--- config.mk ---
export PLATFORM = sky130hd
export DESIGN_NAME = ram_bist_ctrl_flat
export DESIGN_NICKNAME = d
export VERILOG_FILES = /design/src/rtl/ram_bist_ctrl_if.sv /design/src/rtl/ram_bist_ctrl.sv /design/src/flat_wrapper.sv
export SDC_FILE = /design/constraint.sdc
export NUM_CORES = 1
export LEC_CHECK = 0
export CAP_MARGIN = 20
export CORE_ASPECT_RATIO = 0.5
export CORE_MARGIN = 4
export CORE_UTILIZATION = 50
export DETAILED_ROUTE_END_ITERATION = 8
export GPL_ROUTABILITY_DRIVEN = 1
export PLACE_DENSITY = 0.84
export SLEW_MARGIN = 30
export SYNTH_ARGS = -nofsm -noshare
export SYNTH_HDL_FRONTEND = slang
export SYNTH_SLANG_ARGS = --single-unit
--- constraint.sdc ---
create_clock -name clk -period 4.6 [get_ports clk]
set_input_delay 0.92 -clock clk [delete_from_list [all_inputs] [get_ports clk]]
set_output_delay 0.92 -clock clk [all_outputs]
set_load 0.005 [all_outputs]
--- src/rtl/ram_bist_ctrl_if.sv ---
// ram_bist_ctrl_if -- single-port RAM bus between the BIST controller and the RAM.
//   ram_address   : address to RAM
//   ram_data_in   : write data to RAM
//   ram_write_enb : write strobe
//   ram_read_enb  : read strobe
//   ram_data_out  : read data, valid the cycle after the read strobe is captured
// master = BIST controller, slave = RAM.
interface ram_bist_ctrl_if #(
  parameter int ADDR_W = 5,
  parameter int DATA_W = 8
);
  logic [ADDR_W-1:0] ram_address;
  logic [DATA_W-1:0] ram_data_in;
  logic              ram_write_enb;
  logic              ram_read_enb;
  logic [DATA_W-1:0] ram_data_out;

  modport master (
    output ram_address, ram_data_in, ram_write_enb, ram_read_enb,
    input  ram_data_out
  );

  modport slave (
    input  ram_address, ram_data_in, ram_write_enb, ram_read_enb,
    output ram_data_out
  );
endinterface

--- src/rtl/ram_bist_ctrl.sv ---
// ram_bist_ctrl -- March BIST initiator for a single-port RAM.
// Sequence after start: {W(P)} up, {R(P),W(~P)} up, {R(~P)} up, then DONE.
// Ports:
//   clk, reset : clock and synchronous active-high reset
//   start      : begin a test (ignored while busy)
//   ram        : RAM bus (master side), all outputs registered
//   busy       : test in progress
//   done       : level, test finished (held until next start/reset)
//   pass       : valid with done, 1 when no miscompares
//   err_count  : number of miscompares
//   fail_addr  : address of first miscompare
//   fail_data  : read data of first miscompare
module ram_bist_ctrl #(
  parameter int                ADDR_W  = 5,
  parameter int                DATA_W  = 8,
  parameter logic [DATA_W-1:0] PATTERN = 8'h55
) (
  input  logic                clk,
  input  logic                reset,
  input  logic                start,
  ram_bist_ctrl_if.master     ram,
  output logic                busy,
  output logic                done,
  output logic                pass,
  output logic [ADDR_W+1:0]   err_count,
  output logic [ADDR_W-1:0]   fail_addr,
  output logic [DATA_W-1:0]   fail_data
);

  typedef enum logic [2:0] {IDLE, W0, R0W1, R1, DRAIN, DONE} state_t;

  localparam logic [ADDR_W-1:0] LAST = '1;

  state_t            state, state_n;
  logic [ADDR_W-1:0] cnt, cnt_n;
  logic              ph, ph_n;       // R0W1 sub-cycle: 0 = read, 1 = write
  logic              go;
  logic              we_n, re_n;
  logic [DATA_W-1:0] din_n;

  // A read strobe seen on the bus is checked one cycle later, when its data
  // is valid; address and expected value travel with it.
  logic              chk_pend;
  logic [ADDR_W-1:0] chk_addr;
  logic [DATA_W-1:0] chk_exp;
  logic              mism;

  always_comb begin
    state_n = state;
    cnt_n   = cnt;
    ph_n    = ph;
    go      = 1'b0;
    case (state)
      IDLE, DONE: if (start) begin
        go      = 1'b1;
        state_n = W0;
        cnt_n   = '0;
        ph_n    = 1'b0;
      end
      W0: if (cnt == LAST) begin
        state_n = R0W1;
        cnt_n   = '0;
        ph_n    = 1'b0;
      end else begin
        cnt_n = cnt + 1'b1;
      end
      R0W1: if (!ph) begin
        ph_n = 1'b1;
      end else begin
        ph_n = 1'b0;
        if (cnt == LAST) begin
          state_n = R1;
          cnt_n   = '0;
        end else begin
          cnt_n = cnt + 1'b1;
        end
      end
      R1: if (cnt == LAST) begin
        state_n = DRAIN;
        cnt_n   = '0;
      end else begin
        cnt_n = cnt + 1'b1;
      end
      DRAIN:   state_n = DONE;
      default: state_n = IDLE;
    endcase

    // Bus outputs are registered from the state being entered, so the
    // strobe for address k is on the bus during the cycle after it is chosen.
    we_n  = 1'b0;
    re_n  = 1'b0;
    din_n = '0;
    case (state_n)
      W0: begin
        we_n  = 1'b1;
        din_n = PATTERN;
      end
      R0W1: if (ph_n) begin
        we_n  = 1'b1;
        din_n = ~PATTERN;
      end else begin
        re_n = 1'b1;
      end
      R1:      re_n = 1'b1;
      default: ;
    endcase

    // 4-state compare: x/z on the read data counts as a miscompare.
    mism = chk_pend && (ram.ram_data_out !== chk_exp);
  end

  always_ff @(posedge clk) begin
    if (reset) begin
      state             <= IDLE;
      cnt               <= '0;
      ph                <= 1'b0;
      ram.ram_address   <= '0;
      ram.ram_data_in   <= '0;
      ram.ram_write_enb <= 1'b0;
      ram.ram_read_enb  <= 1'b0;
      busy              <= 1'b0;
      done              <= 1'b0;
      pass              <= 1'b0;
      err_count         <= '0;
      fail_addr         <= '0;
      fail_data         <= '0;
      chk_pend          <= 1'b0;
      chk_addr          <= '0;
      chk_exp           <= '0;
    end else begin
      state             <= state_n;
      cnt               <= cnt_n;
      ph                <= ph_n;
      ram.ram_address   <= cnt_n;
      ram.ram_data_in   <= din_n;
      ram.ram_write_enb <= we_n;
      ram.ram_read_enb  <= re_n;
      busy              <= (state_n == W0) || (state_n == R0W1) ||
                           (state_n == R1) || (state_n == DRAIN);
      done              <= (state_n == DONE);

      chk_pend <= ram.ram_read_enb;
      chk_addr <= ram.ram_address;
      chk_exp  <= (state == R1) ? ~PATTERN : PATTERN;

      if (go) begin
        err_count <= '0;
        fail_addr <= '0;
        fail_data <= '0;
        pass      <= 1'b0;
      end else if (mism) begin
        err_count <= err_count + 1'b1;
        if (err_count == '0) begin
          fail_addr <= chk_addr;
          fail_data <= ram.ram_data_out;
        end
      end

      // Last R1 compare lands on the DRAIN->DONE edge, so fold it in here.
      if (state == DRAIN)
        pass <= (err_count == '0) && !mism;
    end
  end

endmodule

--- src/flat_wrapper.sv ---
// flat-port wrapper written by rule: the top's interface ports become plain ports
module ram_bist_ctrl_flat 
#(
  parameter int                ADDR_W  = 5,
  parameter int                DATA_W  = 8,
  parameter logic [DATA_W-1:0] PATTERN = 8'h55
)
  (clk, reset, start, busy, done, pass, err_count, fail_addr, fail_data, ram_ram_address, ram_ram_data_in, ram_ram_write_enb, ram_ram_read_enb, ram_ram_data_out);
  ram_bist_ctrl_if #(.ADDR_W(ADDR_W), .DATA_W(DATA_W)) ram_i ();
  input  logic clk;
  input  logic reset;
  input  logic start;
  output logic busy;
  output logic done;
  output logic pass;
  output logic [ADDR_W+1:0] err_count;
  output logic [ADDR_W-1:0] fail_addr;
  output logic [DATA_W-1:0] fail_data;
  output wire logic [$bits(ram_i.ram_address)-1:0] ram_ram_address;
  output wire logic [$bits(ram_i.ram_data_in)-1:0] ram_ram_data_in;
  output wire logic [$bits(ram_i.ram_write_enb)-1:0] ram_ram_write_enb;
  output wire logic [$bits(ram_i.ram_read_enb)-1:0] ram_ram_read_enb;
  input wire logic [$bits(ram_i.ram_data_out)-1:0] ram_ram_data_out;
  assign ram_ram_address = ram_i.ram_address;
  assign ram_ram_data_in = ram_i.ram_data_in;
  assign ram_ram_write_enb = ram_i.ram_write_enb;
  assign ram_ram_read_enb = ram_i.ram_read_enb;
  assign ram_i.ram_data_out = ram_ram_data_out;
  ram_bist_ctrl #(.ADDR_W(ADDR_W), .DATA_W(DATA_W), .PATTERN(PATTERN)) u_core (.clk(clk), .reset(reset), .start(start), .ram(ram_i), .busy(busy), .done(done), .pass(pass), .err_count(err_count), .fail_addr(fail_addr), .fail_data(fail_data));
endmodule
==> out/qor.csv, run 1 <==
stage;metric;value;unit
clock_tree;clk_pin_slew;0.08;ns
sta;fin_crit_sh;0.553;
final_layout;layout-drive-gt1-share;0.0519;
clock_tree;cts_root_buffer;clkbuf_8;
worst_setup_path;startpoint_type;primary input;
synth;yosysChipArea;2050;sq um
clock_tree;cts_resized;0;
detailed_routing;via_count;1715;
synth;syn_inst;230;
final_layout;final_nets;284;
sta;worstMarginPinSlew;0.647;ns
worst_setup_path;cp_max_fo;7;
clock_tree;post_cts_buffers;0;
pwr;ir_drop;0.120;mV
sta;skew;0.00404;ns
worst_setup_path;crit_type;primary input to register;
sta;tns;0;ns
synth;ys_types;35;
floorplan;fp_util;0.522;
clock_tree;cts_made_buffers;5;
placement;placed_area;2500;sq um
placement;port_buffers;48;
worst_setup_path;cp_cell_sequence;clkdlybuf4s50_1 > or4_4 > mux2i_4 > a21boi_0 > o21ai_0;
detailed_routing;antenna_left;0;
worst_setup_path;crit_slowest_cell;or4_4;
worst_setup_path;crit_required;4.81;ns
placement;dp.cells;316;
grt;grt_overflow;0;
worst_setup_path;worst-r2r-setup-slack;2.53;ns
floorplan;io_pins;49;
floorplan;die_area;5240;sq um
grt;antenna_found_initial;0;
synth;synth_area;2050;sq um
sta;slew_viol_final;0;
grt;grt_max_degree;41;
clock_tree;hold_buffers;0;
run;drv_cap;0;
synth;avgSynthCellArea;8.90;sq um
sta;whs;0.441;ns
detailed_routing;wl_per_cell;13.5;um
placement;gp_congestion;0.780;
worst_setup_path;crit_family;simple AND/OR/NAND/NOR gates;
grt;grt_pass1_vias;1535;
run_status;status;finished, final reports clean;
worst_hold_path;hold_class;register to register;
worst_setup_path;arrival;2.75;ns
synth;ys.flop_type;dfxtp_1;
sta;hold_viol;0;
detailed_routing;drtPass1Iterations;4;
synth;ys_warn_count;0;
final_layout;fillers;346;
clock_tree;htree_levels;2;
sta;setup_violations;0;
synth;ys.flops;44;
synth;synth-edff-count;0;
sta;fin_crit;2.54;ns
detailed_routing;vias_per_cell;5.29;
clock_tree;clk_path_buf_depth;2;
worst_setup_path;critPathCaptureType;register;
sta;rsz0062_at_grt;no;
synth;syn-num-nets;245;
clock_tree;cts_tree;done;
clock_tree;clkSinkCount;44;
final_layout;lay_top_count;clkdlybuf4s50_1;
synth;postSynthSeqShare;0.430;
-- run 1: worst reg2reg max path, delay by kind of cell, from the launching register on --
family,cells,cell delay (ns)
fa+ha+maj,2,0.55
simple gates,2,0.37
compound gates,2,0.73
flops,1,0.36
-- run 1: sequential cells by signal, indices dropped and copies added, names as in the netlist --
register,count
u_core.err_count,7
u_core.ram.ram_read_enb,1
u_core.chk_addr,5
u_core.state,3
u_core.fail_data,8
u_core.ram.ram_address,5
u_core.fail_addr,5
u_core.done,1
u_core.busy,1
u_core.chk_exp,2
u_core.ram.ram_data_in,2
u_core.ph,1
u_core.chk_pend,1
u_core.pass,1
u_core.ram.ram_write_enb,1
-- run 1: logic make-up after synthesis --
logic type / count (synthesis) / share of synthesized area
and+or+nand+nor: 97 / 0.242
DFF: 44 / 0.430
AOI/OAI and AO/OA: 37 / 0.112
buffers and inverters: 24 / 0.0617
muxes: 23 / 0.125
adders and majority gates: 4 / 0.0245
xor gates and xnor gates: 1 / 0.00428
-- run 1: cell type report --
cell class / instances / area share
repair buffers: 49 / 0.188
multi-input cells: 162 / 0.401
clock inverters: 2 / 0.00386
clock buffers: 6 / 0.0318
well taps: 54 / 0.0260
inverters: 7 / 0.0101
flip-flops and latches: 44 / 0.339
-- run 1: final timing paths --
check                                         start                                endpoint  cells after the start
max                             ram_ram_data_out[7]                u_core.pass$_SDFFE_PP0P_                      5
min                   u_core.chk_addr[2]$_SDFF_PP0_        u_core.fail_addr[2]$_SDFFE_PP0P_                      2
max reg2reg  u_core.ram.ram_address[0]$_SDFFE_PP0P_  u_core.ram.ram_address[3]$_SDFFE_PP0P_                      6
min reg2reg           u_core.chk_addr[2]$_SDFF_PP0_        u_core.fail_addr[2]$_SDFFE_PP0P_                      2
-- run 1: metrics by stage --
step	setup WS (ns)	power (uW)	util
finish	2.06	693	0.661
CTS	2.05	700	0.661
global route	1.95	725	0.661
detailed placement	1.76	456	0.638
floorplan	2.40	431	-
global placement	1.88	454	0.638
-- run 1: layer usage --
metal / up-vias / global-route usage / wire length, um
met5: - / 0 / 0
met4: 0 / 0.0658 / 64
met3: 7 / 0.0500 / 196
met2: 35 / 0.304 / 2190
met1: 811 / 0.208 / 1930
li1: 862 / - / -
-- run 1: synthesized netlist by cell type, drive strengths merged, types with 3 or more instances --
cell    number  share of area
nor2b       11          0.034
nor4         3         0.0092
mux2i       23           0.12
nand4        7          0.021
dfxtp       44           0.43
clkbuf       5         0.0092
nand3b       4          0.015
buf         12          0.040
and3         4          0.012
nand2       42          0.077
nor2         8          0.015
ha           4          0.024
o21ai        7          0.017
inv          7          0.013
a21oi       20          0.054
nand2b       9          0.028
-- run 1: report_power, final --
part,switching [uW],total (uW),internal (uW)
Combinational,28.9,56.6,27.8
Sequential,5.46,390,385
Clock,126,246,120
Fig. 1: run 1, supply network
The bar under the picture is 20 um long. Pins as bars on the die edge. Tap cells in gray.
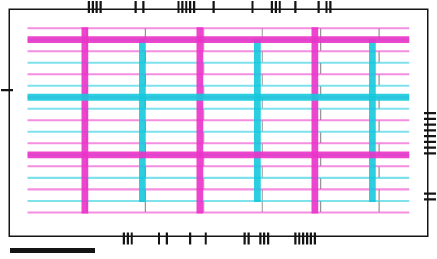
[VSS] magenta
[VDD] cyan
rows: 16
signal pins: 49
tap cells: 54
met5 straps: 3
met4 straps: 6
DIE HEIGHT: 53.2 um
Die W: 98.5 um

Fig. 2: run 1, cells colored by class
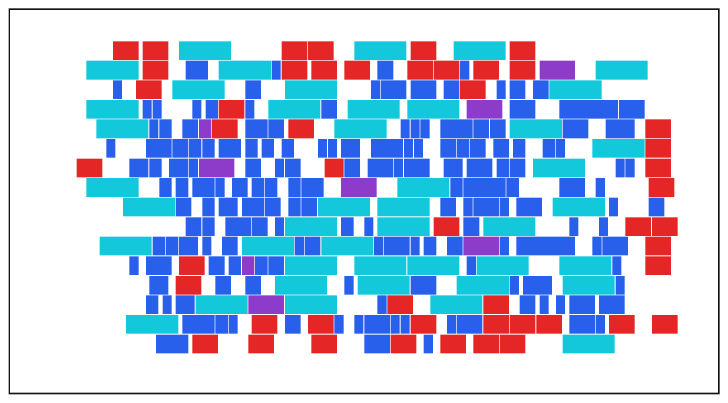
[remaining logic cells] blue | cells: 169 | share of their area: 42%
[remaining buffers and delay cells] red | cells: 49 | share of their area: 19%
[registers] cyan | cells: 44 | share of their area: 35%
[clock drivers and dummy loads] purple | cells: 8 | share of their area: 3.7%
Core Footprint: 3920 sq um
# rows: 16
Util after Layout: 0.661
Post-Layout Inst Area: 2590 sq um
Seq area share: 0.339

Fig. 3: run 1, clock network drawn from the DEF
The bar under the picture is 20 um long.
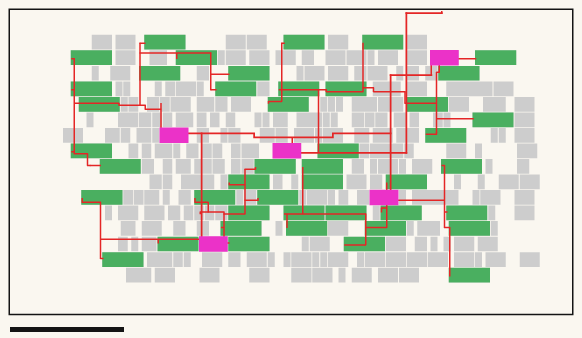
[clock-net drivers] magenta | count: 5
[clock wires] red | length: 485 um
[flip-flops] green | count: 44
routed clock nets: 6
worst skew pair latency: 0.30 ns
clock power share: 0.355
Clock group: 246 uW

Fig. 4: run 1, metal layers overlaid
The bar under the picture is 20 um long. Only two layers are drawn.
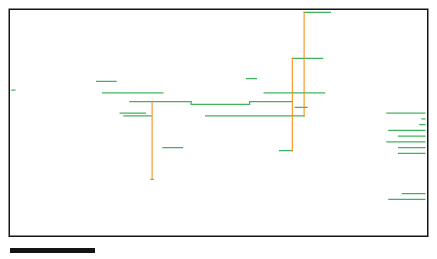
[M4] orange | wire length: 64.6 um
[M3] green | wire length: 196 um
drt total wl: 4.38 mm
Global Route Usage Sum: 0.174

==> run 2: changes to the inputs <==
--- a/config.mk
+++ b/config.mk
@@ -8,10 +8,10 @@
 export CAP_MARGIN = 20
 export CORE_ASPECT_RATIO = 0.5
 export CORE_MARGIN = 4
-export CORE_UTILIZATION = 50
+export CORE_UTILIZATION = 49
 export DETAILED_ROUTE_END_ITERATION = 8
 export GPL_ROUTABILITY_DRIVEN = 1
-export PLACE_DENSITY = 0.84
+export PLACE_DENSITY = 0.83
 export SLEW_MARGIN = 30
 export SYNTH_ARGS = -nofsm -noshare
 export SYNTH_HDL_FRONTEND = slang
==> constraint.sdc (replaced) <==
create_clock -name clk -period 2.6 [get_ports clk]
set_input_delay 0.52 -clock clk [delete_from_list [all_inputs] [get_ports clk]]
set_output_delay 0.52 -clock clk [all_outputs]
set_load 0.005 [all_outputs]
Fig. 5: run 2, clock wiring as the flow saved it
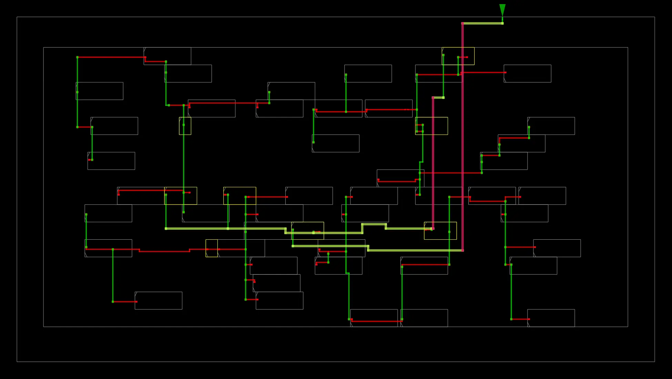
clk_skew: 0.00614 ns
Clock Sinks: 44
Num CTS Buffers: 5
Flops: 44

==> out/qor.csv, run 2 <==
stage;metric;value;unit;change
placement;port_buffers;48;;unchanged
sta;slew_headroom;0.559;;
clock_tree;clk_path_buf_depth;2;;unchanged
synth;syn-num-nets;245;;unchanged
final_layout;mostFrequentLayoutCells;48 x clkdlybuf4s50_1, 44 x dfxtp_1, 42 x nand2_1, 21 x mux2i_1, 19 x a21oi_1;;
run;warnings;27;;
detailed_routing;drt_iter0_markers;91;;
final_layout;diodes;0;;
final_layout;top_register;u_core.fail_data;;
synth;area_leaders;dfxtp_1 43%, mux2i_1 10%, nand2_1 7.7%;;
worst_setup_path;cp_cell_sequence;clkdlybuf4s50_1 > or4_4 > mux2i_4 > a21boi_0 > mux2i_1;;
grt;antenna_found_initial;0;;unchanged
worst_setup_path;cpPeakStageDelay;0.57;ns;
synth;synth-edff-count;0;;unchanged
placement;dpl.hpwl;3.18;mm;
floorplan;rows;16;;unchanged
detailed_routing;vias_per_cell;5.22;;-1.3%
final_layout;lay_top_count;clkdlybuf4s50_1;;
floorplan;fp_util;0.516;;-0.00527
worst_setup_path;startpoint_type;primary input;;
final_layout;areaGrowthSynthToFinish;27.5;%;
synth;top_cells_by_count;44 x dfxtp_1, 42 x nand2_1, 21 x mux2i_1, 19 x a21oi_1, 11 x nor2b_1;;
pwr;power;1230;uW;+77%
synth;syn_inst;230;;unchanged
final_layout;largest_register_ffs;8;;unchanged
pwr;p_leak;0.000911;uW;
placement;gp_congestion;0.796;;+2.1%
worst_setup_path;crit_required;2.76;ns;-2.05 ns
grt;grt_overflow;0;;unchanged
pwr;pwr_density_cell;471;nW/um^2;
clock_tree;post_cts_buffers;0;;unchanged
clock_tree;clk_pin_slew;0.08;ns;about the same
floorplan;io_pins;49;;unchanged
sta;fmax;467;MHz;
sta;worstMarginPinSlew;0.659;ns;+0.0119 ns
synth;top_area_frac;0.430;;unchanged
final_layout;layout-drive-gt1-share;0.0588;;+0.00697
sta;fin_crit_sh;0.824;;
synth;synth_area;2050;sq um;unchanged
synth;ys_warn_count;0;;unchanged
synth;yosysChipArea;2050;sq um;unchanged
clock_tree;cts_resized;0;;unchanged
detailed_routing;wl_per_cell;13.5;um;+0.18%
synth;postSynthSeqShare;0.430;;unchanged
clock_tree;clk_latency;0.29;ns;about the same
run;drv_cap;0;;unchanged
final_layout;reg_top3;u_core.fail_data: 8 flops, u_core.err_count: 7 flops;;
grt;grtUsageTotal;0.178;;+0.00367
detailed_routing;drc;0;;
final_layout;final_nets;286;;+0.70%
synth;ys.flop_type;dfxtp_1;;
worst_setup_path;crit_slowest_cell;or4_4;;
floorplan;die_x;99.4;um;+0.93%
worst_hold_path;hold_class;register to register;;
clock_tree;hold_buffers;0;;unchanged
worst_setup_path;critPathCaptureType;register;;
grt;grt_pass1_vias;1645;;+7.2%
grt;grt_max_degree;41;;unchanged
sta;fin_crit;2.14;ns;
synth;yosysMostFrequentCell;dfxtp_1;;
grt;grt_first_pass_wirelength;7.47;mm;
worst_setup_path;cp_max_fo;7;;unchanged
detailed_routing;drtPass1Iterations;4;;unchanged
synth;avgSynthCellArea;8.90;sq um;unchanged
worst_setup_path;crit_type;primary input to register;;
sta;tns;0;ns;unchanged
run_status;status;finished, final reports clean;;
synth;ys_cells;230;;
detailed_routing;via_count;1703;;-0.70%
worst_setup_path;arrival;2.30;ns;-0.45 ns
sta;rsz0062_at_grt;no;;
synth;async_flop_share;0;;
synth;ys.flops;44;;unchanged
detailed_routing;drt_wl_total;4.41;mm;+0.80%
clock_tree;cts_root_buffer;clkbuf_8;;
sta;slew_viol_final;0;;unchanged
floorplan;die_h;53.7;um;+0.86%
pwr;ir_drop;0.394;mV;+230%
floorplan;die_area;5340;sq um;+1.8%
clock_tree;cts_tree;done;;
clock_tree;htree_levels;2;;unchanged
synth;ys_types;35;;unchanged
detailed_routing;antenna_left;0;;unchanged
final_layout;fillers;310;;-10%
synth;synth_top_cell_by_area;dfxtp_1;;
sta;hold_viol;0;;unchanged
sta;setup_violations;0;;unchanged
Fig. 6: run 2, cells colored by class
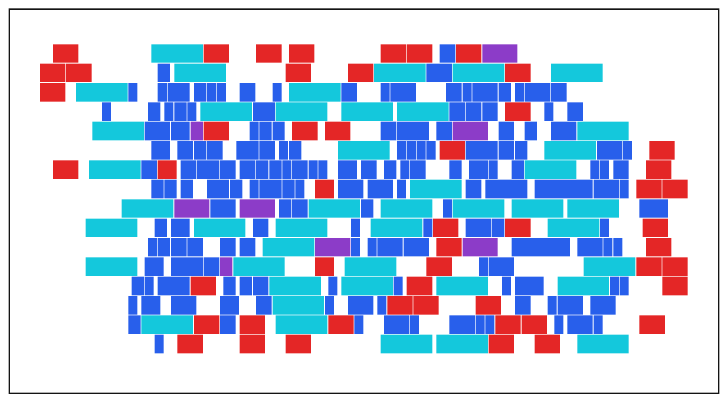
Core Footprint: 3960 sq um
Util after Layout: 0.658
Seq area share: 0.337

-- run 2: netlist changes by cell type in the layout (fill, tap and decap cells not counted) --
cell	change
buf_4	+2
-- run 2: final timing paths --
kind                                         end                              startpoint  depth (start not counted)  slack (ns)
max reg2reg  u_core.ram.ram_write_enb$_SDFF_PP0_  u_core.ram.ram_address[0]$_SDFFE_PP0P_                          7        0.59
max             u_core.err_count[1]$_SDFFE_PP0P_                     ram_ram_data_out[7]                          5        0.46
min reg2reg     u_core.fail_addr[0]$_SDFFE_PP0P_           u_core.chk_addr[0]$_SDFF_PP0_                          2        0.44
min             u_core.fail_addr[0]$_SDFFE_PP0P_           u_core.chk_addr[0]$_SDFF_PP0_                          2        0.44
-- run 2: cell type report --
class | instances | area, sq um | share of cell area
clock buffer | 6 | 82.6 | 0.0316
clock inverter | 2 | 10.0 | 0.00384
inverter | 7 | 26.3 | 0.0101
multi-input combinational | 162 | 1040 | 0.398
sequential | 44 | 881 | 0.337
tap | 54 | 67.6 | 0.0259
timing repair buffer | 51 | 503 | 0.193
-- run 2: through the flow --
step	area [sq um]	instances	util	hold WS, ns	setup slack, ns
CTS	2610	326	0.658	0.440	0.486
floorplan	2050	230	-	0.423	0.743
detailed placement	2520	318	0.635	0.439	0.172
global route	2610	326	0.658	0.467	0.424
global placement	2520	318	0.635	0.429	0.277
finish	2610	326	0.658	0.440	0.457
-- run 2: critical path, delay by kind of cell --
| kind | cells | cell delay (ns) |
|---|---|---|
| buffers and inverters | 1 | 0.45 |
| AND/OR/NAND/NOR | 1 | 0.57 |
| AND-OR/OR-AND | 1 | 0.29 |
| multiplexers | 2 | 0.48 |
-- run 2: cell families (layout without fill, tap and decap cells) --
| group | Yosys count | after routing | synth area share |
|---|---|---|---|
| adders and majority gates | 4 | 4 | 0.0245 |
| muxes | 23 | 23 | 0.125 |
| AOI/OAI and AO/OA | 37 | 37 | 0.112 |
| and+or+nand+nor | 97 | 97 | 0.242 |
| xor gates and xnor gates | 1 | 1 | 0.00428 |
| buffers and inverters | 24 | 66 | 0.0617 |
| DFF | 44 | 44 | 0.430 |
-- run 2: routing by layer --
metal / share of wire / global-route usage / wire, um / vias to the layer above
met5: 0 / 0 / 0 / -
met4: 0.016 / 0.0771 / 72 / 0
met3: 0.055 / 0.0414 / 244 / 6
met2: 0.48 / 0.319 / 2120 / 47
met1: 0.45 / 0.211 / 1980 / 778
li1: - / - / - / 872
-- run 2: power by group --
group / switching (uW) / internal (uW)
Combinational: 51.6 / 51.1
Sequential: 9.63 / 681
Clock: 224 / 212
Total: 285 / 944
==> run 3: changes to the inputs <==
==> constraint.sdc (replaced) <==
create_clock -name clk -period 2.1 [get_ports clk]
set_input_delay 0.42 -clock clk [delete_from_list [all_inputs] [get_ports clk]]
set_output_delay 0.42 -clock clk [all_outputs]
set_load 0.005 [all_outputs]
Fig. 7: run 3, clock wiring as the flow saved it
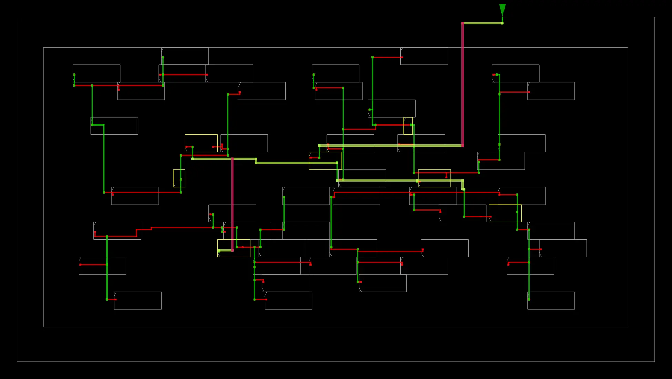
Clock group: 493 uW
worst skew pair latency: 0.29 ns
CLK BUF: 6
clk_skew: 0.00416 ns

==> out/qor.csv, run 3 <==
stage;metric;value;unit;change
worst_setup_path;crit_type;register to register;;
worst_setup_path;r2r_start;u_core.ram.ram_address[1]$_SDFFE_PP0P_;;
run_status;status;finished, final reports clean;;
sta;timing.final.ws_setup;0.165;ns;-0.293 ns
grt;grt_overflow;0;;unchanged
final_layout;top_register;u_core.fail_data;;
floorplan;fp.coreArea;3960;sq um;unchanged
synth;async_flop_share;0;;unchanged
worst_setup_path;worstReg2RegEnd;u_core.ram.ram_write_enb$_SDFF_PP0_;;
placement;placed_area;2610;sq um;+3.5%
clock_tree;cts_root_buffer;clkbuf_8;;
pwr;ir_drop;0.244;mV;-38%
synth;synth_top_cell_by_area;dfxtp_1;;
pwr;p_leak;0.000952;uW;+4.5%
sta;hold_viol;0;;unchanged
final_layout;diodes;0;;unchanged
final_layout;mostFrequentLayoutCells;48 x clkdlybuf4s50_1, 44 x dfxtp_1, 42 x nand2_1, 21 x mux2i_1, 19 x a21oi_1;;
synth;ys_cells;230;;unchanged
final_layout;reg_top3;u_core.fail_data: 8 flops, u_core.err_count: 7 flops;;
detailed_routing;antenna_left;0;;unchanged
synth;ys.flops;44;;unchanged
grt;grt_max_degree;41;;unchanged
placement;port_buffers;48;;unchanged
worst_setup_path;crit_required;2.30;ns;-0.46 ns
placement;gp_congestion;0.815;;+2.3%
sta;rsz0062_at_grt;no;;
synth;ys_warn_count;0;;unchanged
synth;synth-edff-count;0;;unchanged
clock_tree;clkSinkCount;44;;unchanged
run;drv_cap;0;;unchanged
placement;dpl.hpwl;3.26;mm;+2.5%
worst_setup_path;arrival;2.14;ns;-0.16 ns
synth;ys_types;35;;unchanged
final_layout;largest_register_ffs;8;;unchanged
pwr;pwr_density_cell;556;nW/um^2;+18%
sta;fmax;517;MHz;
detailed_routing;vias_per_cell;5.23;;+0.11%
worst_setup_path;crit_slowest_cell;dfxtp_1;;
sta;fin_crit;1.94;ns;
synth;yosysChipArea;2050;sq um;unchanged
worst_setup_path;cp_cell_sequence;ha_1 > and3_1 > ha_2 > nand4b_1 > a21oi_1 > o21ai_0 > buf_4 > o32ai_1;;
grt;grt_first_pass_wirelength;7.32;mm;-1.9%
floorplan;rows;16;;unchanged
synth;postSynthSeqShare;0.430;;unchanged
final_layout;postLayoutCoreUtil;0.677;;+0.0189
worst_hold_path;min-delay-start;u_core.chk_addr[2]$_SDFF_PP0_;;
grt;antenna_found_initial;0;;unchanged
worst_setup_path;startpoint_type;register;;
final_layout;final_area;2690;sq um;+2.9%
detailed_routing;drtPass1Iterations;4;;unchanged
floorplan;die_h;53.7;um;unchanged
synth;synth_area;2050;sq um;unchanged
worst_setup_path;cp_max_fo;7;;unchanged
floorplan;io_pins;49;;unchanged
sta;slew_headroom;0.616;;+0.0564
sta;worstMarginPinSlew;0.575;ns;-0.0841 ns
clock_tree;clk_pin_slew;0.08;ns;about the same
floorplan;die_area;5340;sq um;unchanged
final_layout;layout-drive-gt1-share;0.0890;;+0.0301
sta;setup_violations;0;;unchanged
synth;ys.flop_type;dfxtp_1;;
detailed_routing;wl_met1;2.07;mm;+4.6%
clock_tree;cts_tree;done;;
worst_hold_path;hold_class;register to register;;
run;warnings;27;;unchanged
synth;top_cells_by_count;44 x dfxtp_1, 42 x nand2_1, 21 x mux2i_1, 19 x a21oi_1, 11 x nor2b_1;;
clock_tree;cts_made_buffers;5;;unchanged
clock_tree;htree_levels;2;;unchanged
final_layout;areaGrowthSynthToFinish;31.2;%;
detailed_routing;route.met3.wl;191;um;-22%
Fig. 8: run 3, metal layers overlaid
The bar under the picture is 20 um long. Only two layers are drawn.
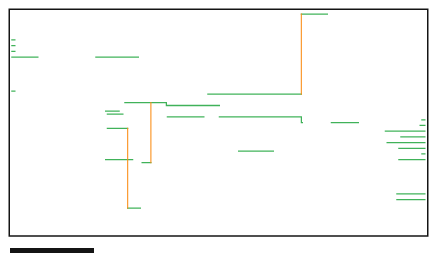
[M3] green | wire length: 191 um
[M4] orange | wire length: 52.4 um
Global Route Usage Sum: 0.171
drt total wl: 4.45 mm
routed wire length per instance: 13.3 um
vias: 1752

## run 3: cell counts after synthesis
Identical to the previous run, type by type.
## run 3: through the flow
stage                     power, uW  TNS, ns  instances
after CTS                      1500        0        335
after floorplan                 944        0        230
final                          1490        0        335
after global routing           1550        0        335
after global placement         1020   -0.202        328
after detailed placement       1020    -1.20        328
## run 3: cell families (layout without fill, tap and decap cells)
| group | Yosys count | count (layout) | synth area share |
|---|---|---|---|
| AND/OR/NAND/NOR | 97 | 97 | 0.242 |
| AND-OR/OR-AND | 37 | 37 | 0.112 |
| multiplexers | 23 | 23 | 0.125 |
| buffers and inverters | 24 | 75 | 0.0617 |
| flip-flops | 44 | 44 | 0.430 |
| XOR/XNOR | 1 | 1 | 0.00428 |
| adder cells (fa/ha/maj) | 4 | 4 | 0.0245 |
## run 3: cell type report
cell class | count | area, sq um
clock buffer | 6 | 72.6
tap | 54 | 67.6
fill | 309 | 1280
clock inverter | 1 | 5.00
multi-input combinational | 162 | 1040
inverter | 7 | 26.3
timing repair buffer | 61 | 591
sequential | 44 | 881
## run 3: worst max-delay path by stage
stage	endpoint	startpoint	cells after the start
floorplan	u_core.ram.ram_write_enb$_SDFF_PP0_	u_core.ram.ram_address[0]$_SDFFE_PP0P_	8
global placement	u_core.pass$_SDFFE_PP0P_	ram_ram_data_out[7]	5
detailed placement	u_core.err_count[0]$_SDFFE_PP0P_	ram_ram_data_out[7]	5
CTS	u_core.ram.ram_write_enb$_SDFF_PP0_	u_core.ram.ram_address[1]$_SDFFE_PP0P_	8
global route	u_core.ram.ram_write_enb$_SDFF_PP0_	u_core.ram.ram_address[1]$_SDFFE_PP0P_	8
finish	u_core.ram.ram_write_enb$_SDFF_PP0_	u_core.ram.ram_address[1]$_SDFFE_PP0P_	8
## run 3: critical path: cells and delay by family (launching register included)
kind	cells	cell delay, ns
AND/OR/NAND/NOR	2	0.30
adder cells (fa/ha/maj)	2	0.47
flip-flops	1	0.40
buffers and inverters	1	0.16
AND-OR/OR-AND	3	0.54
## run 3: layer usage
layer / vias to the layer above / track usage
li1: 891 / -
met1: 814 / 0.207
met2: 41 / 0.309
met3: 6 / 0.0466
met4: 0 / 0.0476
met5: - / 0
## run 3: report_power, final
part / switching (uW) / internal, uW / total (uW)
Clock: 267 / 226 / 493
Sequential: 10.4 / 843 / 853
Combinational: 68.2 / 78.5 / 147
Total: 346 / 1150 / 1490
Power and IR drop assume default switching activity.
